==> config.mk <==
export PLATFORM = sky130hd
export DESIGN_NAME = memory_stage_flat
export DESIGN_NICKNAME = d
export VERILOG_FILES = /design/src/rtl/memory_stage_if.sv /design/src/rtl/memory_stage.sv /design/src/flat_wrapper.sv
export SDC_FILE = /design/constraint.sdc
export NUM_CORES = 1
export LEC_CHECK = 0
export CAP_MARGIN = 20
export CORE_UTILIZATION = 35
export DETAILED_ROUTE_END_ITERATION = 10
export PLACE_DENSITY = 0.78
export SLEW_MARGIN = 20
export SYNTH_ARGS = -nofsm -noshare
export SYNTH_HDL_FRONTEND = slang
export SYNTH_SLANG_ARGS = --single-unit
==> constraint.sdc <==
create_clock -name clk -period 2.5 [get_ports clk]
set_clock_uncertainty 0.2 [all_clocks]
set_input_delay 0.5 -clock clk [delete_from_list [all_inputs] [get_ports clk]]
set_output_delay 0.5 -clock clk [all_outputs]
set_load 0.01 [all_outputs]
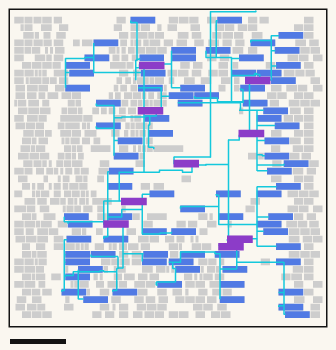
*Clock wires, drivers and flops*
The bar under the picture is 20 um long.
[cyan] clock wires | length: 1,040 um
[blue] flip-flops | count: 81
[purple] cells driving clock nets | count: 9
routed clock nets	10
flops lie	widely spread
clock network fraction of total power: 0.322
clock network power: 0.00126 W

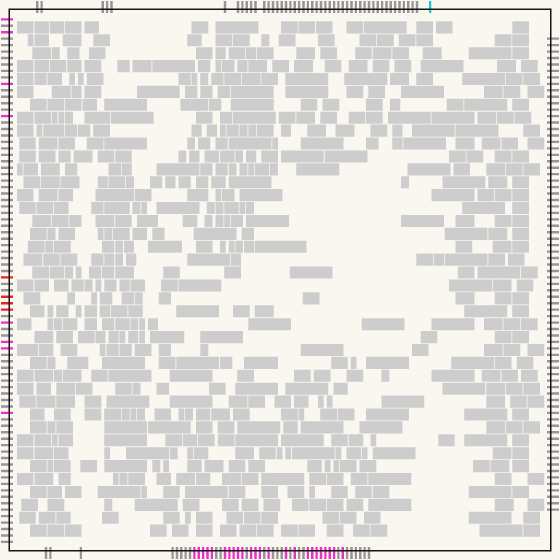
*Pin placement*
Pins as bars across the die edge, other pins in gray.
color	port	pins	direction	edge
magenta	dmem_dmem_rdata	32	input	24 south, 8 west
cyan	clk	1	input	north
red	dmem_dmem_be	4	output	west
all pins by edge	82 west, 74 east, 49 south, 48 north
die span in y: 114 um
Die X: 114 um

==> deck_impl_summary.md <==
Run Summary

Run status
  – Status: completed

STA
  – Max-slew violations: 0
  – Hold Vio Cnt, Final: 0
  – Final setup viols: 0
  – Fin crit share: 0.984
  – RSZ-0062 raised after global routing: true
  – Tmin final: between 2 and 2.5 ns
  – Rel. slew slack: 0.495
  – FMAX: approximately 410 MHz
  – WHS: 0.293 ns
  – Worst Max-Slew Pin Slew: 0.756 ns

Final layout
  – Share of cells above drive strength 1: 0.206
  – Area grow syn2layout: 68.2%
  – N_diodes: 0
  – Post-Route Utilization: 0.608
  – Nets: approximately 750

Power
  – PD cells: 530 nW/um2
  – P_leak: 3.17 nW
  – PnR Total Power: about 0.004 W
  – Worst IR drop on VDD: 281 uV

GRT
  – Initial antenna violation count: 0
  – Maximum number of pins on one net before global-route repair: 81
  – First-pass GRT wire length: between 20,000 and 25,000 um
  – Vias in the first global route: 4,305
  – GR Util All Layers: 0.216
  – GR Overflow Total: 0

Floorplan
  – FP Core Util: 0.361
  – I/O pin count: roughly 250
  – Core area: 12,100 um2
  – FP Rows: ~40
  – Die area: about 13,000 um2

Routing
  – WL final: about 14,000 um
  – DRC: 0
  – Initial DRT Pass Iterations: 5
  – Routed len/inst: roughly 17 um
  – 1st-iter DRT viols: 226
  – Vias per cell: 5.05
  – ANT nets after route: 0
  – Via count: a little over 4,000

Setup path
  – WP data required: 1.80 ns
  – Crit start category: input port
  – Reg2reg path depth: 7
  – Worst R2R Setup Slack: approximately 0.27 ns
  – Setup crit end kind: primary output
  – Worst-path fanout max: 12
  – Crit path largest cell delay: 0.48 ns
  – Cells along the critical path: clkdlybuf4s18_2 -> buf_8 -> mux2_2 -> clkdlybuf4s50_1
  – WS Path Type: input port to primary output
  – Crit path DAT: 1.76 ns
  – Slowest CP cell: clkdlybuf4s50_1

Synthesis
  – Yosys cell types: 54
  – Post-synthesis cell area: between 4000 and 5000 um2
  – Cell area leaders: dfrtp_1 (46%), mux2_2 (14%), buf_4 (7.0%)
  – Prevailing post-synth register cell: dfrtp_1
  – Number of cells in Yosys stat: 391
  – Synth top cell by count: dfrtp_1
  – YS warnings: 0
  – Synth Seq Share: 0.463
  – Flops & latches, synth: 81
  – Post-synthesis instance total: around 390
  – Top cells by count: dfrtp_1 (81), mux2_2 (53), buf_4 (41), o21ai_0 (23), nand2_1 (20)
  – Area share, top type: 0.463
  – Cell type with the largest total area: dfrtp_1
  – Post-synth EDFFs: 0
  – Yosys chip area: 4380 um2
  – Ys async rst share: 1.00
  – Avg Cell Area, Syn: between 10 and 15 um2

Clock tree
  – Reg clk slew, reported paths: 0.05 ns
  – Root Buffer Master: clkbuf_16
  – CTS tree: done
  – Clk_lat worst skew: around 0.33 ns
  – CTS Sinks: between 80 and 90
  – Clock Path Buffers: 2
  – H-tree levels: 3
  – CTS buffer count: 9

Placement
  – GPL Wtd Cong: 0.815
  – PortBufs: about 250
  – Post-DP HPWL: 10,600 um

Hold path
  – WHS Path Cells: 1
  – Hold Crit Class: flip-flop to flip-flop

Flow run
  – Max Cap Viol: 0
  – Stage-log warning count: 28
[layer usage]
metal	routed length [um]	global-route usage	up-vias
li1	-	-	1882
met1	5240	0.236	1970
met2	7270	0.406	230
met3	962	0.0452	26
met4	335	0.0866	0
met5	0	0	-
[kinds of logic (layout without fill, tap and decap cells)]
| kind of cell | Yosys count | in the layout | synth area share |
|---|---|---|---|
| compound gates | 81 | 81 | 0.141 |
| xor+xnor | 1 | 1 | 0.00200 |
| fa+ha+maj | 1 | 1 | 0.00286 |
| buf+inv | 80 | 334 | 0.116 |
| flops | 81 | 81 | 0.463 |
| mux | 73 | 73 | 0.186 |
| other cells | 1 | 2 | 0.000857 |
| simple gates | 73 | 73 | 0.0886 |
[final cells by class]
class | count | area [um2]
Fill cell | 1030 | 4750
Timing Repair Buffer | 302 | 2930
Sequential cell | 81 | 2030
Multi-Input combinational cell | 231 | 1850
Clock buffer | 11 | 233
Tap cell | 168 | 210
Inverter | 17 | 66.3
Clock inverter | 4 | 45.0
[critical path: cells and delay by family]
kind     cells  cell delay, ns
mux          1            0.33
buf+inv      3            0.93
[through the flow]
stage / TNS, ns / instance area (um2) / cells / setup WS [ns]
after floorplan: 0 / 4380 / 392 / 0.171
after global placement: -20.22 / 7050 / 795 / -0.387
after detailed placement: -24.62 / 7050 / 795 / -0.409
after CTS: -0.155 / 7350 / 814 / -0.155
after global routing: -0.00781 / 7360 / 814 / -0.00781
final: 0 / 7360 / 814 / 0.0408
[repair_timing]
| item | CTS | global route |
|---|---|---|
| hold buffers | 1 | 0 |
| pin swaps | 1 | 2 |
| setup buffers | 2 | 0 |
| cloned | 1 | 0 |
| hold endpoints to repair | 1 | 0 |
| setup endpoints to repair | 30 | 40 |
| gates resized | 36 | 10 |
[report_power, final]
part           internal (W)  total (W)  leakage (nW)  switching [W]
Sequential          0.00144    0.00150          1.03      0.0000625
Combinational      0.000674    0.00115          2.00       0.000471
Clock              0.000763    0.00126         0.139       0.000494
[cells in the final DEF (no fill, tap or decap), types with 6 or more instances in the layout]
cell,n
inv_1,16
nand3_1,7
nand2_1,20
o21ai_0,21
mux2_2,53
and2_1,7
buf_4,42
o221ai_1,6
dfrtp_1,81
dlygate4sd2_1,23
clkdlybuf4s50_1,220
a221o_1,16
nor2_1,11
mux2i_1,17
clkbuf_16,9
nand2b_1,6
a221oi_1,7
Power figures rest on the tool's default switching activity, not on a simulated workload.
